### src/rtl/display_scheduler.sv
// Round-robin scheduler that time-multiplexes debug values onto one seven-segment display.
// Define DISPLAY_SCHED_TAG_EN to overwrite the top nibble of display_o with the shown index.
module display_scheduler #(
   parameter int unsigned NUM_SRC      = 4,
   parameter int unsigned DATA_WIDTH   = 32,
   parameter int unsigned DWELL_CYCLES = 2**26
) (
   input  logic                       clk_i,
   input  logic                       rst_ni,
   input  logic [DATA_WIDTH-1:0]      src_data_i [NUM_SRC],
   input  logic [NUM_SRC-1:0]         src_valid_i,
   input  logic                       next_i,
   input  logic                       pin_en_i,
   input  logic [$clog2(NUM_SRC)-1:0] pin_sel_i,
   output logic [DATA_WIDTH-1:0]      display_o,
   output logic [$clog2(NUM_SRC)-1:0] cur_sel_o,
   output logic                       switch_o,
   output logic                       idle_o
);

   localparam int unsigned SelW = $clog2(NUM_SRC);
   localparam int unsigned CntW = $clog2(DWELL_CYCLES);

   typedef enum logic [1:0] {StIdle, StShow, StPin} state_e;

   state_e                state_q, state_d;
   logic [SelW-1:0]       sel_q, sel_d;
   logic [CntW-1:0]       cnt_q, cnt_d;
   logic [DATA_WIDTH-1:0] display_q, display_d;
   logic                  switch_q, switch_d;
   logic                  next_q;

   logic            next_edge;
   logic            any_valid;
   logic            advance;
   logic [SelW-1:0] tgt;
   logic [SelW-1:0] idx;
   logic            found;

   assign next_edge = next_i & ~next_q;
   assign any_valid = |src_valid_i;
   assign advance   = (cnt_q == CntW'(DWELL_CYCLES - 1)) | next_edge | ~src_valid_i[sel_q];

   // Cyclic search starting one past the current index; ends on itself if it is the sole valid.
   always_comb begin
      tgt   = sel_q;
      found = 1'b0;
      idx   = '0;
      for (int unsigned i = 1; i <= NUM_SRC; i++) begin
         idx = SelW'((32'(sel_q) + i) % NUM_SRC);
         if (!found && src_valid_i[idx]) begin
            tgt   = idx;
            found = 1'b1;
         end
      end
   end

   always_comb begin
      state_d = state_q;
      sel_d   = sel_q;
      cnt_d   = cnt_q;
      unique case (state_q)
         StIdle: begin
            cnt_d = '0;
            if (pin_en_i) begin
               state_d = StPin;
               sel_d   = pin_sel_i;
            end else if (any_valid) begin
               state_d = StShow;
               sel_d   = tgt;
            end
         end
         StShow: begin
            if (pin_en_i) begin
               state_d = StPin;
               sel_d   = pin_sel_i;
               cnt_d   = '0;
            end else if (!any_valid) begin
               state_d = StIdle;
               cnt_d   = '0;
            end else if (advance) begin
               sel_d = tgt;
               cnt_d = '0;
            end else begin
               cnt_d = cnt_q + CntW'(1);
            end
         end
         StPin: begin
            cnt_d = '0;
            if (pin_en_i) begin
               sel_d = pin_sel_i;
            end else begin
               state_d = any_valid ? StShow : StIdle;
            end
         end
         default: begin
            state_d = StIdle;
            cnt_d   = '0;
         end
      endcase
   end

   assign switch_d = (sel_d != sel_q);

   always_comb begin
      display_d = display_q;
      if (state_q != StIdle) begin
         display_d = src_data_i[sel_q];
`ifdef DISPLAY_SCHED_TAG_EN
         display_d[DATA_WIDTH-1 -: 4] = 4'(sel_q);
`endif
      end
   end

   always_ff @(posedge clk_i or negedge rst_ni) begin
      if (!rst_ni) begin
         state_q   <= StIdle;
         sel_q     <= SelW'(NUM_SRC - 1);
         cnt_q     <= '0;
         display_q <= '0;
         switch_q  <= 1'b0;
         next_q    <= 1'b0;
      end else begin
         state_q   <= state_d;
         sel_q     <= sel_d;
         cnt_q     <= cnt_d;
         display_q <= display_d;
         switch_q  <= switch_d;
         next_q    <= next_i;
      end
   end

   assign display_o = display_q;
   assign cur_sel_o = sel_q;
   assign switch_o  = switch_q;
   assign idle_o    = (state_q == StIdle);

endmodule

### config.mk
export PLATFORM = sky130hd
export DESIGN_NAME = display_scheduler
export DESIGN_NICKNAME = d
export VERILOG_FILES = /design/src/rtl/display_scheduler.sv
export SDC_FILE = /design/constraint.sdc
export NUM_CORES = 1
export LEC_CHECK = 0
export CAP_MARGIN = 20
export CORE_MARGIN = 5
export CORE_UTILIZATION = 47
export CTS_BUF_LIST = sky130_fd_sc_hd__clkbuf_4 sky130_fd_sc_hd__clkbuf_8
export CTS_CLUSTER_SIZE = 24
export DETAILED_ROUTE_END_ITERATION = 16
export GPL_TIMING_DRIVEN = 0
export MAX_ROUTING_LAYER = met4
export PLACE_DENSITY = 0.95
export SLEW_MARGIN = 10
export SYNTH_ARGS = -nofsm -noshare
export SYNTH_HDL_FRONTEND = slang
export SYNTH_SLANG_ARGS = --single-unit
### constraint.sdc
create_clock -name clk_i -period 3.2 [get_ports clk_i]
set_input_delay 0.32 -clock clk_i [delete_from_list [all_inputs] [get_ports clk_i]]
set_output_delay 0.32 -clock clk_i [all_outputs]
set_load 0.05 [all_outputs]
run_1/met1.png
Drawn at 4 px/um. Supply wires on this layer in grey.
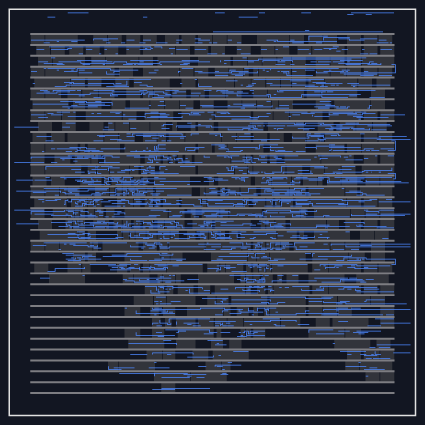
The layer holds 35% of the routed length. The layer carries 4610 um of wire. The longest straight run is 42.3 um. 575 nets have wire on it.

run_1/met2.png
Drawn at 4 px/um.
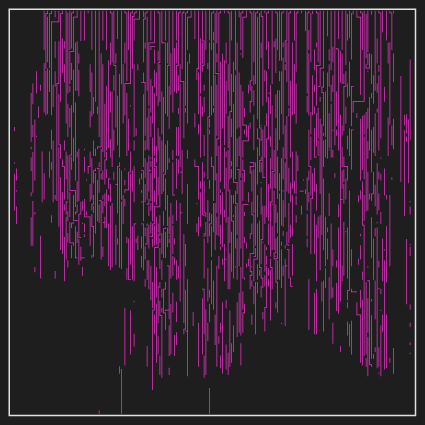
The layer holds 55% of the routed length. The layer carries 7330 um of wire. 597 nets have wire on it. The wires run mostly vertical. The longest straight run is 46.6 um.

==> flow_summary.json, run 1 <==
{
  "run_status": "finished clean",
  "timing.rr.start": "cur_sel_o[1]",
  "clk_pin_slew_ns": 0.07,
  "place.port_buffers": 172,
  "post_synth_inst_count": 312,
  "ys_async_sr_fraction_pct": 100,
  "ios": 174,
  "clockRootBuffer": "clkbuf_8",
  "placer_s_final_routability_congestion_estimate": 0.871,
  "crit_cells": 4,
  "max-vdd-ir-drop_uv": 550,
  "postSynthRegisterBits": 64,
  "std_cell_rows": 33,
  "vias_in_the_first_global_route": 3782,
  "power.density_nw_per_um2": 717,
  "timing.final.max_slew_violations": 0,
  "max_freq_mhz": 339,
  "timing.reg2reg.setup_slack_ns": 0.60,
  "drive_above_1_share_pct": 22.8,
  "synth.yosys.chip_area_um2": 3910,
  "initial_utilization_pct": 47.8,
  "totalWireLength_um": 13400,
  "grt_first_pass_wirelength_um": 19700,
  "power.leakage_nw": 2.27,
  "most_heavily_used_metal_layer_in_global_routing": "met2",
  "ant_nets": 0,
  "synthesis.yosys.warnings": 0,
  "clock-sinks": 64,
  "grt.met3_usage_pct": 5.23,
  "seq_area_frac_synth_pct": 41.0,
  "grt_setup_unrepaired": "no",
  "nets": 634,
  "syn_area_per_cell_um2": 12.5,
  "worst_skew_pair.late_latency_ns": 0.35,
  "remaining_overflow_grt": 0,
  "yosys_cells": 312,
  "timing_worst_slew_pin_value_ns": 0.821,
  "die-area_um2": 10200,
  "floorplan.die.width_um": 101,
  "cts_inserted_buffers": 9,
  "die.size.y_um": 101,
  "finalWorstPathRequiredPeriod_ns": 2.95,
  "timing.final.hold_violations": 0,
  "area.growth.synth_to_final_pct": 52.6
}
run_1/met3.png
Drawn at 6 px/um.
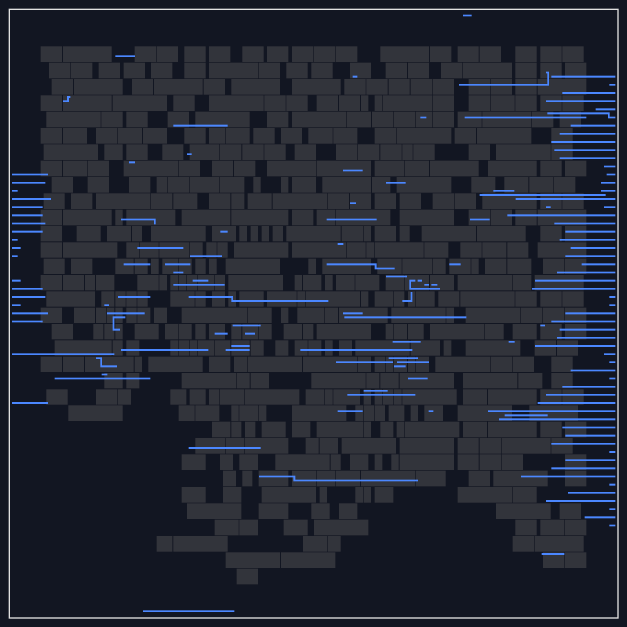
The wires run mostly horizontal. 117 nets have wire on it.

run_1/met4.png
Drawn at 4 px/um. Supply wires on this layer in grey.
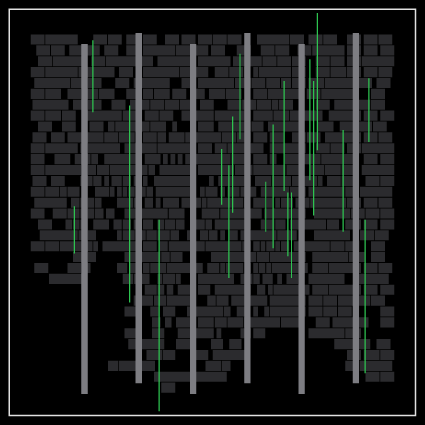
17 nets have wire on it. The wires run mostly vertical.

-- run 1: state kept, by name (all words and copies together), names as in the netlist --
name / count
switch_o: 1
display_o: 32
state_q: 2
next_q: 1
cur_sel_o: 2
cnt_q: 26
-- run 1: timing repair --
action                                  in CTS  in global routing
endpoints found under the setup margin       1                  0
resized                                      1                  0
hold buffers                                 0                  0
-- run 1: cell usage in the layout, fill, tap and decap left out, types with 2 or more instances in the layout --
master	Yosys	layout
a211oi_1	3	3
a21o_1	2	2
a21oi_1	4	4
a31oi_1	3	3
and2_1	2	2
and3_1	3	3
and4_1	3	3
buf_2	6	6
buf_6	3	3
clkbuf_1	10	10
clkbuf_4	0	2
clkbuf_8	0	11
clkdlybuf4s50_1	0	170
clkinv_2	0	2
dfrtp_1	62	62
dfstp_2	2	2
inv_1	5	5
mux2_2	34	34
mux4_2	33	33
nand2_1	12	12
nand2b_1	5	5
nand3_1	10	10
nand4_1	10	10
nor2_1	23	23
nor2_2	2	2
nor2_4	8	8
nor2b_1	4	4
nor3_1	6	6
nor4_1	2	2
o21ai_0	5	5
o32ai_1	2	2
or2_2	2	2
or4_1	2	2
xnor2_1	9	9
xor2_1	15	15
-- run 1: layout make-up --
type	count	area [um2]
Fill cell	514	2210
Multi-Input combinational cell	222	2160
Timing Repair Buffer	172	1720
Sequential cell	64	1600
Clock buffer	13	166
Tap cell	105	131
Buffer	21	125
Clock inverter	3	40.0
Inverter	5	18.8
-- run 1: logic make-up (layout without fill, tap and decap cells) --
group / after synthesis / after routing / synth area share (%)
xor gates and xnor gates: 24 / 24 / 5.38
muxes: 67 / 67 / 28.8
adders and majority gates: 1 / 1 / 0.320
and+or+nand+nor: 103 / 103 / 16.0
buffers and inverters: 26 / 214 / 3.68
DFF: 64 / 64 / 41.0
AOI/OAI and AO/OA: 27 / 27 / 4.77
-- run 1: metrics by stage --
| step | setup WS, ns | power (mW) | hold slack (ns) | instance area, um2 | instances |
|---|---|---|---|---|---|
| after global routing | 0.148 | 4.44 | 0.133 | 5970 | 605 |
| after detailed placement | 0.367 | 3.56 | 0.469 | 5760 | 589 |
| after floorplan | 0.776 | 2.69 | 0.0244 | 3910 | 312 |
| after CTS | 0.254 | 4.29 | 0.0973 | 5970 | 605 |
| final | 0.249 | 4.28 | 0.0601 | 5970 | 605 |
| after global placement | -0.260 | 3.47 | 0.487 | 5760 | 589 |
-- run 1: Yosys cell counts, types with 3 or more instances --
cell      number  share of area [%]
nand4_1       10                1.6
clkbuf_1      10               0.96
nand3_1       10                1.3
dfrtp_1       62                 40
a21oi_1        4               0.51
nor3_1         6               0.77
o21ai_0        5               0.64
mux2_2        34                9.8
and3_1         3               0.48
a211oi_1       3               0.58
a31oi_1        3               0.48
nand2b_1       5               0.80
buf_6          3               0.86
nor2b_1        4               0.64
mux4_2        33                 19
nor2_4         8                2.3
buf_2          6               0.77
xor2_1        15                3.4
inv_1          5               0.48
nor2_1        23                2.2
and4_1         3               0.67
nand2_1       12                1.2
xnor2_1        9                2.0
-- run 1: where the power goes --
part	switching, mW	total (mW)	internal, mW
Combinational	1.37	2.40	1.03
Sequential	0.120	1.15	1.03
Clock	0.314	0.731	0.417
Total	1.80	4.28	2.47
## Run 2: what changed since run 1
Settings changed: CTS_CLUSTER_SIZE 24 to 14.
run_2/met1.png
Drawn at 4 px/um. Supply wires on this layer in grey.
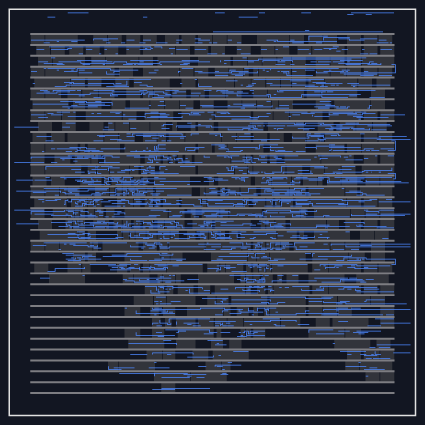
The wires run mostly horizontal. The layer holds 35% of the routed length. The layer carries 4610 um of wire.

run_2/met3.png
Drawn at 6 px/um.
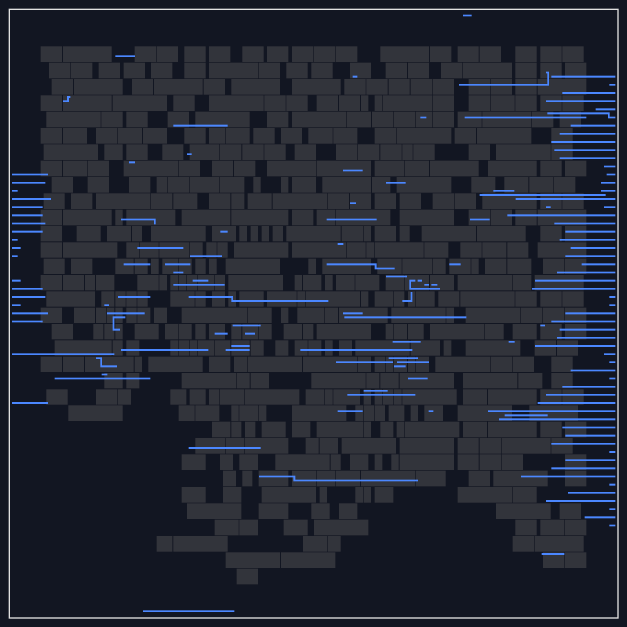
The layer carries 928 um of wire. The wires run mostly horizontal. The layer holds 7.0% of the routed length. 117 nets have wire on it.

==> run 2 against run 1 <==
Effect of this change:
- via count unchanged
- area after synthesis unchanged
- final cell count unchanged
- sequential share of layout area unchanged
- routed wire length unchanged
- clock-buffer cell count unchanged
- critical endpoint unchanged
- largest power group unchanged
==> flow_summary.json, run 2 <==
{
  "global_route.usage.met1_pct": 27.6,
  "std_cell_rows": 33,
  "timing.rr.start": "cur_sel_o[1]",
  "remaining_overflow_grt": 0,
  "place.port_buffers": 172,
  "floorplan.die.width_um": 101,
  "synth.top_cell.area_share_pct": 39.7,
  "seq_area_frac_synth_pct": 41.0,
  "ant_nets": 0,
  "routed-via-count": 3511,
  "max_freq_mhz": 339,
  "area.combinational_um2": 2160,
  "clockRootBuffer": "clkbuf_8",
  "fillers": 514,
  "synth.top_cells.by_area": "dfrtp_1 40%, mux4_2 19%, mux2_2 9.8%, xor2_1 3.4%, nor2_4 2.3%",
  "layout_top_cell_excl_fill_tap": "clkdlybuf4s50_1",
  "power.density_nw_per_um2": 717,
  "power_mw": 4.28,
  "totalWireLength_um": 13400,
  "place_ws_ns": 0.367,
  "postSynthRegisterBits": 64,
  "most_frequent_cells_in_the_layout": "170 x clkdlybuf4s50_1, 62 x dfrtp_1, 34 x mux2_2, 33 x mux4_2, 23 x nor2_1",
  "timing_worst_slew_pin_value_ns": 0.821,
  "yosys_cells": 312,
  "drive_above_1_share_pct": 22.8,
  "power.leakage_nw": 2.27,
  "grt.met3_usage_pct": 5.23,
  "postLayoutSetupSlackWorst_ns": 0.249,
  "timing.final.hold_violations": 0,
  "worst_skew_pair.late_latency_ns": 0.35,
  "timing.final.max_slew_violations": 0,
  "critPathLaunch": "state_q[1]",
  "timing.reg2reg.setup_slack_ns": 0.60,
  "most_heavily_used_metal_layer_in_global_routing": "met2",
  "run_status": "finished clean",
  "placer_s_final_routability_congestion_estimate": 0.871,
  "grt_first_pass_wirelength_um": 19700,
  "largest_reg_flops": 32,
  "detail_route.iter0.violations": 156,
  "finalWorstPathRequiredPeriod_ns": 2.95,
  "yosys.area.top_type": "dfrtp_1",
  "ys_async_sr_fraction_pct": 100,
  "cts-hold-fix-buffers": 0,
  "syn_area_per_cell_um2": 12.5,
  "sequential_cell_area_um2": 1600,
  "synth_top_cell_by_count": "dfrtp_1",
  "cts_inserted_buffers": 9,
  "vias_in_the_first_global_route": 3782,
  "final_cells": 605,
  "area.growth.synth_to_final_pct": 52.6,
  "post_synth_inst_count": 312,
  "cts-resized-gates": 1,
  "initial_utilization_pct": 47.8,
  "dpl.cell_count": 589,
  "die.size.y_um": 101,
  "crit_cells": 4,
  "max-vdd-ir-drop_uv": 550,
  "clock-sinks": 64,
  "nets": 634,
  "grt_setup_unrepaired": "no"
}
## run 2: cell counts in the layout (fill, tap and decap cells not counted)
No cell type changed its count.
## run 2: layer usage
layer / routed length, um / share of wire, %
met5: 0 / 0
met4: 495 / 3.7
met3: 927 / 6.9
met2: 7330 / 55
met1: 4610 / 35
## run 2: worst min-delay path by stage
stage,startpoint,endpoint,cells past startpoint
after detailed placement,rst_ni,next_q,1
after global placement,display_o[28],display_o[28],1
after CTS,rst_ni,display_o[8],1
final,rst_ni,cnt_q[21],1
after floorplan,rst_ni,cnt_q[0],0
after global routing,rst_ni,cnt_q[21],1
## run 2: cell families (layout without fill, tap and decap cells)
group	after synthesis	after routing	synth area share, %
AND/OR/NAND/NOR	103	103	16.0
flip-flops	64	64	41.0
adder cells (fa/ha/maj)	1	1	0.320
multiplexers	67	67	28.8
XOR/XNOR	24	24	5.38
buffers and inverters	26	214	3.68
AND-OR/OR-AND	27	27	4.77
## run 2: metrics by stage
stage | cell area (um2) | hold WS (ns)
6_report | 5970 | 0.0601
5_1_grt | 5970 | 0.133
4_1_cts | 5970 | 0.0973
3_5_place_dp | 5760 | 0.469
3_3_place_gp | 5760 | 0.487
2_1_floorplan | 3910 | 0.0244
## run 2: cell type report
class	instances	area share [%]
multi-input combinational	222	36.2
timing repair buffer	172	28.8
clock inverter	3	0.671
clock buffer	13	2.79
inverter	5	0.315
sequential	64	26.9
tap	105	2.20
buffer	21	2.10
## run 2: power by group
part	internal [mW]	total [mW]	switching, mW
Sequential	1.03	1.15	0.120
Clock	0.417	0.731	0.314
Combinational	1.03	2.40	1.37
run_2/met2.png
Drawn at 4 px/um.
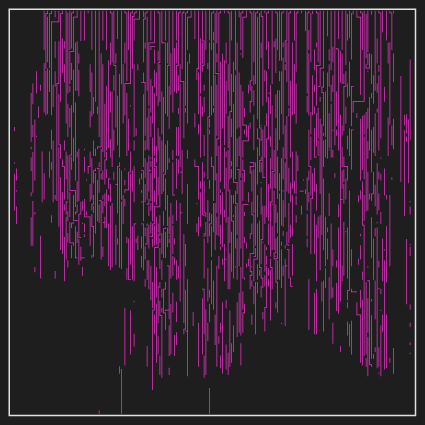

## Run 3: what changed since run 2
Settings changed: CAP_MARGIN 20 to 40, GPL_TIMING_DRIVEN 0 to unset, PLACE_DENSITY 0.95 to 0.89.
run_3/met2.png
Drawn at 4 px/um.
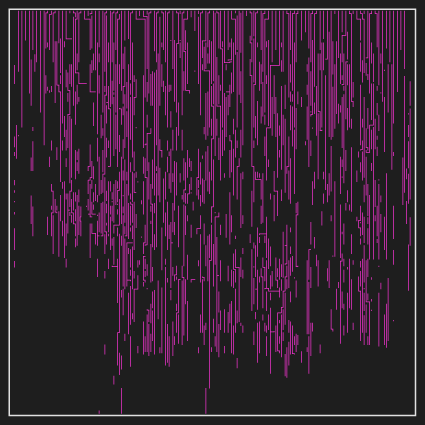
The layer holds 54% of the routed length. The longest straight run is 36.9 um. 583 nets have wire on it. The wires run mostly vertical.

==> run 3 against run 2 <==
Effect of this change:
- die area did not move
- first-iteration DRC count rose by 7.7%
- setup slack improved by 0.51 ns
- global-route usage fell by 2.1 points
- clock skew rose by 0.0017 ns
- design area fell by 0.78%
- worst hold slack improved by 0.079 ns
- sequential power barely moved
- synthesized cell count did not move
- highest routed layer unchanged
- sequential cell count did not move
- core utilization fell by 0.57 points
==> flow_summary.json, run 3 <==
{
  "xor_share_pct": 5.38,
  "timing.rr.start": "cnt_q[0]",
  "clk_pin_slew_ns": 0.06,
  "simple_gate_share_pct": 16.0,
  "synthTopCellsByCount": "62 x dfrtp_1, 34 x mux2_2, 33 x mux4_2, 23 x nor2_1, 15 x xor2_1",
  "synth.top_cells.by_area": "dfrtp_1 40%, mux4_2 19%, mux2_2 9.8%, xor2_1 3.4%, nor2_4 2.3%",
  "placer_s_final_routability_congestion_estimate": 0.901,
  "synthesis.yosys.warnings": 0,
  "cts-resized-gates": 0,
  "std_cell_rows": 33,
  "synth_top_cell_by_count": "dfrtp_1",
  "yosys_cells": 312,
  "worst_skew_pair.late_latency_ns": 0.35,
  "nets": 621,
  "yosys-mux-area-fraction_pct": 28.8,
  "timing.final.max_slew_violations": 0,
  "clockRootBuffer": "clkbuf_8",
  "synth_compound_gate_area_share_pct": 4.77,
  "critPathLaunch": "cur_sel_o[0]",
  "cts_inserted_buffers": 9,
  "ant_nets": 0,
  "seq_area_frac_synth_pct": 41.0,
  "cts-hold-fix-buffers": 0,
  "timing_worst_slew_pin_value_ns": 0.796,
  "floorplan.die.width_um": 101,
  "finalWorstPathRequiredPeriod_ns": 2.44,
  "hold_slack_ns": 0.139,
  "run_status": "finished clean",
  "ys_top_logic_family": "multiplexers",
  "grt_setup_unrepaired": "no",
  "area.growth.synth_to_final_pct": 51.4,
  "initial_utilization_pct": 47.8,
  "totalWireLength_um": 12200,
  "most_frequent_cells_in_the_layout": "172 x clkdlybuf4s50_1, 62 x dfrtp_1, 34 x mux2_2, 33 x mux4_2, 22 x nor2_1",
  "place.port_buffers": 173,
  "post_synth_inst_count": 312,
  "power.density_nw_per_um2": 722,
  "vias_in_the_first_global_route": 3577,
  "ys_async_sr_fraction_pct": 100,
  "clock-sinks": 64,
  "fillers": 544,
  "power.leakage_nw": 2.25,
  "synth.yosys.chip_area_um2": 3910,
  "layout_top_cell_excl_fill_tap": "clkdlybuf4s50_1"
}
run_3/final_congestion.png
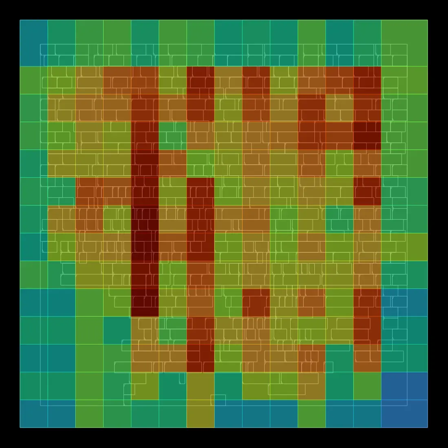
wire length per cell: 20.6 um
grt met2 use: 41.0%

==> run 3: metal layers <==
layer	part of all wire, %	vias to the layer above	routed length [um]	track usage [%]
li1	-	1508	-	-
met1	37	1695	4470	29.1
met2	54	138	6600	41.0
met3	6.5	30	793	4.20
met4	2.7	0	333	9.51
met5	0	-	0	-
==> run 3: final cells by class <==
| class | instances | area, um2 | share of cell area [%] |
|---|---|---|---|
| inverter | 5 | 18.8 | 0.317 |
| sequential | 64 | 1600 | 27.1 |
| clock buffer | 14 | 186 | 3.15 |
| multi-input combinational | 222 | 2160 | 36.6 |
| timing repair buffer | 180 | 1780 | 30.1 |
| clock inverter | 2 | 35.0 | 0.592 |
| tap | 105 | 131 | 2.22 |
==> run 3: worst min-delay path by stage <==
stage               endpoint           from  slack [ns]  cells past startpoint
3_5_place_dp   display_o[27]  display_o[27]        0.49                      1
6_report           cnt_q[23]         rst_ni        0.14                      2
2_1_floorplan       cnt_q[0]         rst_ni        0.02                      0
5_1_grt            cnt_q[23]         rst_ni        0.24                      2
3_3_place_gp        cnt_q[0]       cnt_q[0]        0.49                      1
4_1_cts            cnt_q[23]         rst_ni        0.17                      2
==> run 3: logic make-up (layout without fill, tap and decap cells) <==
group                    count (synthesis)  count (layout)
adder cells (fa/ha/maj)                  1               1
multiplexers                            67              67
buffers and inverters                   26             201
XOR/XNOR                                24              24
AND-OR/OR-AND                           27              27
flip-flops                              64              64
AND/OR/NAND/NOR                        103             103
==> run 3: power by group <==
part	switching (mW)	total, mW	internal [mW]
sequential	0.147	1.18	1.03
combinational	1.32	2.34	1.02
clock	0.309	0.762	0.453
total	1.77	4.27	2.50
==> run 3: stage by stage <==
step	instances	area (um2)	setup WS (ns)	total power, mW
floorplan	312	3910	0.776	2.69
CTS	592	5920	0.747	4.30
finish	592	5920	0.761	4.27
global placement	576	5700	0.725	3.48
detailed placement	576	5700	0.617	3.54
global route	592	5920	0.660	4.44
==> run 3: critical path, stage by stage, from the launching register on <==
cell             delay [ns]
dfstp_2                0.57
buf_4                  0.32
clkdlybuf4s50_1        0.88
Power is estimated from default activity; no workload was simulated.
